Figure 1. Clock network drawn from the DEF.
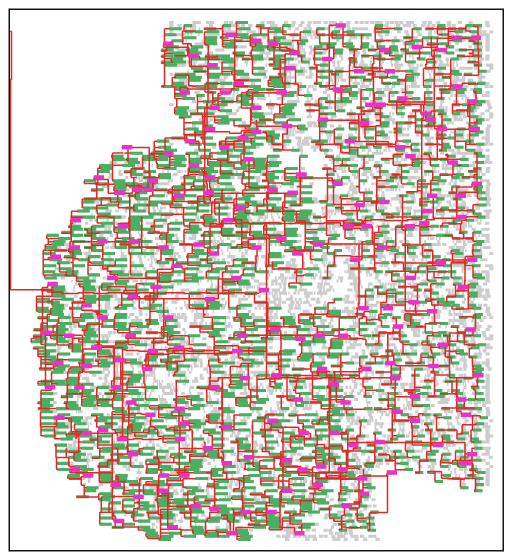
Figure 2. Congestion heat map.
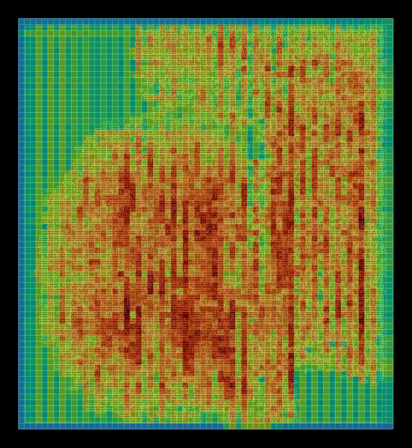
Figure 3. Cells coloured by class.
Bar = 100 um.
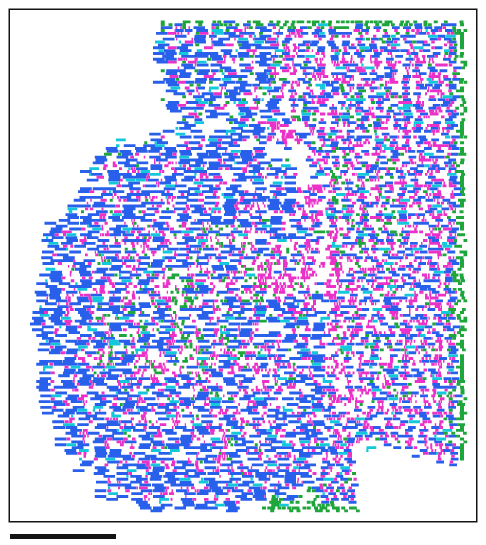
Figure 4. Wiring by layer.
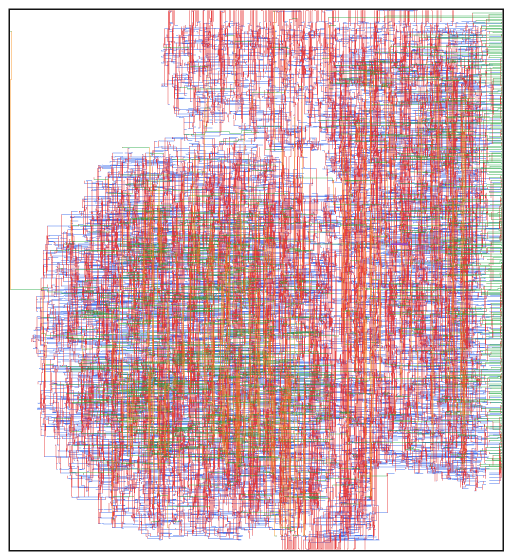
Figure 5. Power grid.
Bar = 100 um. Pins as bars on the die edge. Tap cells in grey.
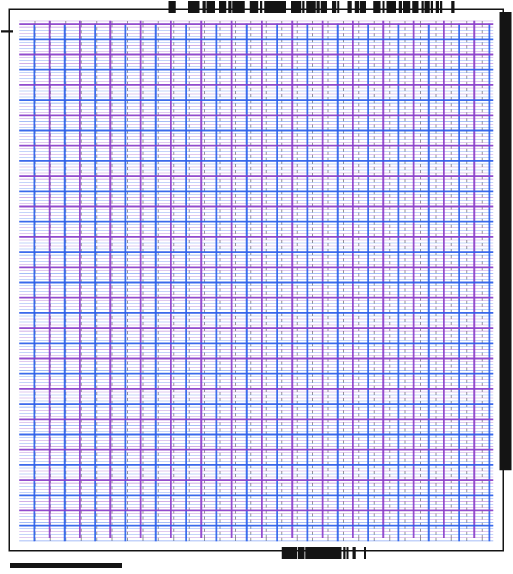
## config.mk

```make
export PLATFORM = sky130hd
export DESIGN_NAME = rx_rss_sched
export DESIGN_NICKNAME = d
export VERILOG_FILES = /design/src/rtl/rx_rss_sched_pkg.sv /design/src/rtl/rss_hash_fifo.sv /design/src/rtl/rx_rss_sched.sv
export SDC_FILE = /design/constraint.sdc
export NUM_CORES = 2
export LEC_CHECK = 0
export ABC_AREA = 0
export CAP_MARGIN = 10
export CORE_ASPECT_RATIO = 1.1
export CORE_MARGIN = 8
export CORE_UTILIZATION = 38
export CTS_CLUSTER_SIZE = 25
export DETAILED_ROUTE_END_ITERATION = 7
export PLACE_DENSITY_LB_ADDON = 0.15
export SYNTH_ARGS = -nofsm -noshare
export SYNTH_HDL_FRONTEND = slang
export SYNTH_HIERARCHICAL = 1
export SYNTH_SLANG_ARGS = --single-unit
```

## constraint.sdc

```tcl
create_clock -name i_clk -period 7 [get_ports i_clk]
set_input_delay 1.4 -clock i_clk [delete_from_list [all_inputs] [get_ports i_clk]]
set_output_delay 1.4 -clock i_clk [all_outputs]
set_load 0.01 [all_outputs]
```

## src/rtl/rx_rss_sched_pkg.sv

```systemverilog
// rtl/rx_rss_sched_pkg.sv - shared widths, CSR map and FSM states for the RSS queue scheduler
package rx_rss_sched_pkg;
   localparam int HASH_WIDTH = 32;
   localparam int KEY_WIDTH  = 320;
   localparam int KEY_WORDS  = KEY_WIDTH / 32;
   localparam int KEY_IDX_W  = $clog2(KEY_WIDTH);

   localparam logic [7:0] ADDR_CTRL       = 8'h00;
   localparam logic [7:0] ADDR_KEY_COMMIT = 8'h01;
   localparam logic [7:0] ADDR_KEY_BASE   = 8'h10;
   localparam logic [7:0] ADDR_TBL_BASE   = 8'h80;

   localparam int CTRL_EN_BIT = 0;
   localparam int CTRL_DQ_LSB = 8;

   typedef enum logic {
      ST_INIT = 1'b0,
      ST_RUN  = 1'b1
   } sched_state_e;
endpackage

```

## src/rtl/rss_hash_fifo.sv

```systemverilog
// rtl/rss_hash_fifo.sv - synchronous hash-result FIFO with full/empty flags
// A push into a full FIFO is still taken when a pop happens in the same cycle.
module rss_hash_fifo #(
   parameter int WIDTH = 32,
   parameter int DEPTH = 4
) (
   input  logic             i_clk,
   input  logic             i_rst,
   input  logic             i_push,
   input  logic [WIDTH-1:0] i_data,
   input  logic             i_pop,
   output logic [WIDTH-1:0] o_data,
   output logic             o_full,
   output logic             o_empty
);
   localparam int AW = $clog2(DEPTH);

   logic [WIDTH-1:0] r_mem [DEPTH];
   logic [AW-1:0]    r_wr_ptr;
   logic [AW-1:0]    r_rd_ptr;
   logic [AW:0]      r_count;
   logic             w_do_pop;
   logic             w_do_push;

   assign o_full    = (r_count == (AW+1)'(DEPTH));
   assign o_empty   = (r_count == '0);
   assign w_do_pop  = i_pop & ~o_empty;
   assign w_do_push = i_push & (~o_full | w_do_pop);
   assign o_data    = r_mem[r_rd_ptr];

   always_ff @(posedge i_clk) begin
      if (w_do_push) begin
         r_mem[r_wr_ptr] <= i_data;
      end
   end

   always_ff @(posedge i_clk) begin
      if (i_rst) begin
         r_wr_ptr <= '0;
         r_rd_ptr <= '0;
         r_count  <= '0;
      end else begin
         if (w_do_push) begin
            r_wr_ptr <= r_wr_ptr + AW'(1);
         end
         if (w_do_pop) begin
            r_rd_ptr <= r_rd_ptr + AW'(1);
         end
         if (w_do_push && !w_do_pop) begin
            r_count <= r_count + (AW+1)'(1);
         end else if (!w_do_push && w_do_pop) begin
            r_count <= r_count - (AW+1)'(1);
         end
      end
   end
endmodule

```

## src/rtl/rx_rss_sched.sv

```systemverilog
// rtl/rx_rss_sched.sv - RSS queue scheduler: hash FIFO, indirection lookup, key/CSR ownership
// The table has one port; init fill, lookup, then CSR access is the order of priority.
module rx_rss_sched
   import rx_rss_sched_pkg::*;
#(
   parameter int TBL_DEPTH  = 128,
   parameter int QNUM_WIDTH = 8,
   parameter int NUM_QUEUES = 8,
   parameter int FIFO_DEPTH = 4
) (
   input  logic                  i_clk,
   input  logic                  i_rst,
   input  logic [HASH_WIDTH-1:0] i_crx_hash,
   input  logic                  i_crx_hash_valid,
   input  logic                  i_frame_idle,
   output logic [KEY_WIDTH-1:0]  o_hash_key,
   output logic                  o_q_valid,
   input  logic                  i_q_ready,
   output logic [QNUM_WIDTH-1:0] o_q_num,
   output logic [HASH_WIDTH-1:0] o_q_hash,
   input  logic                  i_cfg_wr_en,
   input  logic                  i_cfg_rd_en,
   input  logic [7:0]            i_cfg_addr,
   input  logic [31:0]           i_cfg_wdata,
   output logic                  o_cfg_ready,
   output logic [31:0]           o_cfg_rdata,
   output logic                  o_cfg_rd_valid,
   output logic [15:0]           o_drop_cnt
);
   localparam int IDX_W = $clog2(TBL_DEPTH);

   sched_state_e          r_state;
   sched_state_e          w_state_nxt;
   logic [IDX_W-1:0]      r_init_idx;
   logic [QNUM_WIDTH-1:0] r_init_q;

   logic [QNUM_WIDTH-1:0] r_tbl [TBL_DEPTH];
   logic [IDX_W-1:0]      w_tbl_addr;
   logic                  w_tbl_we;
   logic [QNUM_WIDTH-1:0] w_tbl_wdata;
   logic [QNUM_WIDTH-1:0] w_tbl_rd;

   logic                  r_ctrl_en;
   logic [QNUM_WIDTH-1:0] r_ctrl_dq;
   logic [KEY_WIDTH-1:0]  r_key_shadow;
   logic [KEY_WIDTH-1:0]  w_shadow_nxt;
   logic [KEY_WIDTH-1:0]  r_hash_key;
   logic                  r_commit_pend;

   logic                  w_fifo_full;
   logic                  w_fifo_empty;
   logic [HASH_WIDTH-1:0] w_fifo_data;
   logic                  w_pop;
   logic                  w_drop;

   logic                  r_q_valid;
   logic [QNUM_WIDTH-1:0] r_q_num;
   logic [HASH_WIDTH-1:0] r_q_hash;
   logic [31:0]           r_cfg_rdata;
   logic                  r_cfg_rd_valid;
   logic [15:0]           r_drop_cnt;

   logic                  w_cfg_ready;
   logic                  w_wr_acc;
   logic                  w_rd_acc;
   logic [7:0]            w_tbl_off;
   logic [7:0]            w_key_off;
   logic                  w_is_tbl;
   logic                  w_is_key;
   logic [KEY_IDX_W-1:0]  w_key_lsb;
   logic [31:0]           w_rd_word;

   rss_hash_fifo #(
      .WIDTH (HASH_WIDTH),
      .DEPTH (FIFO_DEPTH)
   ) u_fifo (
      .i_clk   (i_clk),
      .i_rst   (i_rst),
      .i_push  (i_crx_hash_valid),
      .i_data  (i_crx_hash),
      .i_pop   (w_pop),
      .o_data  (w_fifo_data),
      .o_full  (w_fifo_full),
      .o_empty (w_fifo_empty)
   );

   always_ff @(posedge i_clk) begin
      if (i_rst) begin
         r_state <= ST_INIT;
      end else begin
         r_state <= w_state_nxt;
      end
   end

   always_comb begin
      w_state_nxt = r_state;
      if (r_state == ST_INIT && r_init_idx == IDX_W'(TBL_DEPTH - 1)) begin
         w_state_nxt = ST_RUN;
      end
   end

   // r_init_q tracks idx % NUM_QUEUES without a divider.
   always_ff @(posedge i_clk) begin
      if (i_rst) begin
         r_init_idx <= '0;
         r_init_q   <= '0;
      end else if (r_state == ST_INIT) begin
         r_init_idx <= r_init_idx + IDX_W'(1);
         r_init_q   <= (r_init_q == QNUM_WIDTH'(NUM_QUEUES - 1)) ? '0 : r_init_q + QNUM_WIDTH'(1);
      end
   end

   assign w_pop       = (r_state == ST_RUN) & ~w_fifo_empty & (~r_q_valid | i_q_ready);
   assign w_cfg_ready = (r_state == ST_RUN) & ~w_pop;
   assign w_wr_acc    = w_cfg_ready & i_cfg_wr_en;
   assign w_rd_acc    = w_cfg_ready & i_cfg_rd_en & ~i_cfg_wr_en;
   assign w_drop      = i_crx_hash_valid & w_fifo_full & ~w_pop;

   assign w_tbl_off = i_cfg_addr - ADDR_TBL_BASE;
   assign w_key_off = i_cfg_addr - ADDR_KEY_BASE;
   assign w_is_tbl  = (i_cfg_addr >= ADDR_TBL_BASE) && (int'(w_tbl_off) < TBL_DEPTH);
   assign w_is_key  = (i_cfg_addr >= ADDR_KEY_BASE) && (int'(w_key_off) < KEY_WORDS);
   // Shadow word 0 is the most significant 32 bits of the key.
   assign w_key_lsb = KEY_IDX_W'(KEY_WIDTH - 32 * (int'(w_key_off[3:0]) + 1));

   always_comb begin
      w_tbl_we    = 1'b0;
      w_tbl_addr  = w_fifo_data[IDX_W-1:0];
      w_tbl_wdata = r_init_q;
      if (r_state == ST_INIT) begin
         w_tbl_we   = 1'b1;
         w_tbl_addr = r_init_idx;
      end else if (!w_pop && w_is_tbl) begin
         w_tbl_addr  = w_tbl_off[IDX_W-1:0];
         w_tbl_we    = w_wr_acc;
         w_tbl_wdata = i_cfg_wdata[QNUM_WIDTH-1:0];
      end
   end

   always_ff @(posedge i_clk) begin
      if (w_tbl_we) begin
         r_tbl[w_tbl_addr] <= w_tbl_wdata;
      end
   end

   assign w_tbl_rd = r_tbl[w_tbl_addr];

   always_ff @(posedge i_clk) begin
      if (i_rst) begin
         r_q_valid <= 1'b0;
         r_q_num   <= '0;
         r_q_hash  <= '0;
      end else if (w_pop) begin
         r_q_valid <= 1'b1;
         r_q_num   <= r_ctrl_en ? w_tbl_rd : r_ctrl_dq;
         r_q_hash  <= w_fifo_data;
      end else if (i_q_ready) begin
         r_q_valid <= 1'b0;
      end
   end

   always_comb begin
      w_shadow_nxt = r_key_shadow;
      if (w_wr_acc && w_is_key) begin
         w_shadow_nxt[w_key_lsb +: 32] = i_cfg_wdata;
      end
   end

   always_comb begin
      w_rd_word = '0;
      if (i_cfg_addr == ADDR_CTRL) begin
         w_rd_word[CTRL_EN_BIT]               = r_ctrl_en;
         w_rd_word[CTRL_DQ_LSB +: QNUM_WIDTH] = r_ctrl_dq;
      end else if (w_is_key) begin
         w_rd_word = r_key_shadow[w_key_lsb +: 32];
      end else if (w_is_tbl) begin
         w_rd_word[QNUM_WIDTH-1:0] = w_tbl_rd;
      end
   end

   // The copy uses the post-write shadow so a same-cycle shadow write is not lost.
   always_ff @(posedge i_clk) begin
      if (i_rst) begin
         r_ctrl_en      <= 1'b0;
         r_ctrl_dq      <= '0;
         r_key_shadow   <= '0;
         r_hash_key     <= '0;
         r_commit_pend  <= 1'b0;
         r_cfg_rdata    <= '0;
         r_cfg_rd_valid <= 1'b0;
      end else begin
         r_cfg_rd_valid <= w_rd_acc;
         if (w_rd_acc) begin
            r_cfg_rdata <= w_rd_word;
         end
         if (w_wr_acc && i_cfg_addr == ADDR_CTRL) begin
            r_ctrl_en <= i_cfg_wdata[CTRL_EN_BIT];
            r_ctrl_dq <= i_cfg_wdata[CTRL_DQ_LSB +: QNUM_WIDTH];
         end
         r_key_shadow <= w_shadow_nxt;
         if (w_wr_acc && i_cfg_addr == ADDR_KEY_COMMIT) begin
            r_commit_pend <= 1'b1;
         end
         if (r_commit_pend && i_frame_idle) begin
            r_hash_key    <= w_shadow_nxt;
            r_commit_pend <= 1'b0;
         end
      end
   end

   always_ff @(posedge i_clk) begin
      if (i_rst) begin
         r_drop_cnt <= '0;
      end else if (w_drop && r_drop_cnt != 16'hFFFF) begin
         r_drop_cnt <= r_drop_cnt + 16'd1;
      end
   end

   assign o_hash_key     = r_hash_key;
   assign o_q_valid      = r_q_valid;
   assign o_q_num        = r_q_num;
   assign o_q_hash       = r_q_hash;
   assign o_cfg_ready    = w_cfg_ready;
   assign o_cfg_rdata    = r_cfg_rdata;
   assign o_cfg_rd_valid = r_cfg_rd_valid;
   assign o_drop_cnt     = r_drop_cnt;
endmodule
```

==> out/metrics.yaml <==
period_used_pct: 86.5
crit_cells: 13
dr.pass1.iters: 8
route.detailed.drc: 1
wl_met2_um: 141000
clkTransAtPathRegs_ps: 60
p_comb_mw: 1.90
netlist_area_um2: 75400
gr-usage-met2_pct: 44.2
r2r_cells: 12
top_cell: "edfxtp_1"
grt_pass1_vias: 52700
ys_area_um2: 75400
combGateArea_um2: 23500
synthTopCellsByCount: "edfxtp_1 (1152), dfxtp_1 (765), nor2_1 (597), nand2_1 (585), a21oi_1 (424)"
portBuffers: 489
place.gp.congestion: 0.951
netSwitchingFraction_pct: 24.4
grt_pass1_wl_um: 413000
p_sw_mw: 5.94
max_cap_viol_count: 0
topCellsByArea: "edfxtp_1 (46%), dfxtp_1 (20%), mux2i_1 (3.3%)"
finalSetupTns_ps: 0
seq_cells: 1917
hpwl_um: 204000
clock-sinks: 1917
ant_nets: 0
top_register: "r_tbl"
ys_async_sr_fraction_pct: 0
aoi_share_pct: 12.9
finalHoldViolCount: 0
hold_ws_ps: 451
crit_buf_inv: 3
fp_nets: 6071
violations: "design-rule violations"
placed_area_um2: 84300
p_per_area_nw_per_um2: 269
cp-start-kind: "input pin"
rsz0062_at_grt: "no"
buffers_excl_clock: 805
synth.logic.top_family: "AND-OR/OR-AND gates"
largest_class: "sequential cells"
ys_cells: 5976
r2r_slack_ps: 1260
postSynthSeqShare_pct: 66.2
holdPathEnd: "o_q_hash[26]$_SDFFE_PP0P_"
path_max_fanout: 23
lay_top_count: "edfxtp_1"
clkbuf_count: 263
min_period_ps: 6060
cts_resized: 0
synth-xor-area-share_pct: 0.407
crit_path_end_kind: "flip-flop"
cts_buffer_depth: 3
buf_share_pct: 8.37
grt-busiest-layer: "met2"
critPathSlowestCell: "o21ai_4"
path_class: "in -> reg"
holdPathStages: 2
tool_warnings: 56
internal_power_mw: 18.4
ys_sh_adder_pct: 0.275
fillers: 18000
grt.met1_usage_pct: 33.2
status: "complete, but fails checks"
Back to the opening pictures, Figure 1:
- clock wires: red (length 23.7 mm)
- clock drivers: magenta (count 194)
- flip-flops: green (count 1917)
- flops lie: all over the die
- routed clock nets: 195
clock skew: 53.0 ps
clock share of power: 42.7%

Back to the opening pictures, Figure 2:
Final Util: 45.9%
met3 track demand over resource: 5.80%
gr usage total: 26.9%
DR WL/cell: 32.4 um

Back to the opening pictures, Figure 3:
- flops: blue (cells 1917; share of their area 57%)
- combinational and other logic: magenta (cells 3572; share of their area 27%)
- clock drivers and dummy loads: cyan (cells 364; share of their area 7.2%)
- other buffers and delay cells: green (cells 805; share of their area 8.7%)
Finished Cell Area: 90600 um2
FP Rows: 171
Core ar.: 197000 um2
register share of the cell area: 55.1%

Back to the opening pictures, Figure 4:
- metal 3: green (wire length 27.3 mm)
- metal 4: orange (wire length 18700 um)
- metal 5: purple (wire length 13.8 um)
- metal 2: red (wire length 141 mm)
- metal 1: blue (wire length 113 mm)
Post-Route WL: 300000 um
total vias in the final route: 55.2k

Back to the opening pictures, Figure 5:
- VSS: blue
- VDD: purple
- met5 straps: 34
- met4 straps: 31
- signal pins: 490
- tap cells: 2595
- met1 rails: 172

## how the worst max path moves through the flow
stage / from / endpoint / slack (ps)
floorplan: i_cfg_addr[0] / o_hash_key[136]$_SDFFE_PP0P_ / 1920
global placement: i_q_ready / o_q_num[7]$_SDFFE_PP0P_ / 320
detailed placement: i_q_ready / o_cfg_rdata[6]$_SDFFE_PP0P_ / 320
CTS: i_q_ready / o_q_num[7]$_SDFFE_PP0P_ / 1230
global route: i_q_ready / o_cfg_rdata[6]$_SDFFE_PP0P_ / 1030
finish: i_q_ready / o_cfg_rdata[6]$_SDFFE_PP0P_ / 940
## cells by family after synthesis
family	count (synthesis)
XOR/XNOR	35
AND/OR/NAND/NOR	1678
flip-flops	1917
multiplexers	435
AND-OR/OR-AND	1387
buffers and inverters	508
adder cells (fa/ha/maj)	16
Power figures rest on the tool's default switching activity, not on a simulated workload.
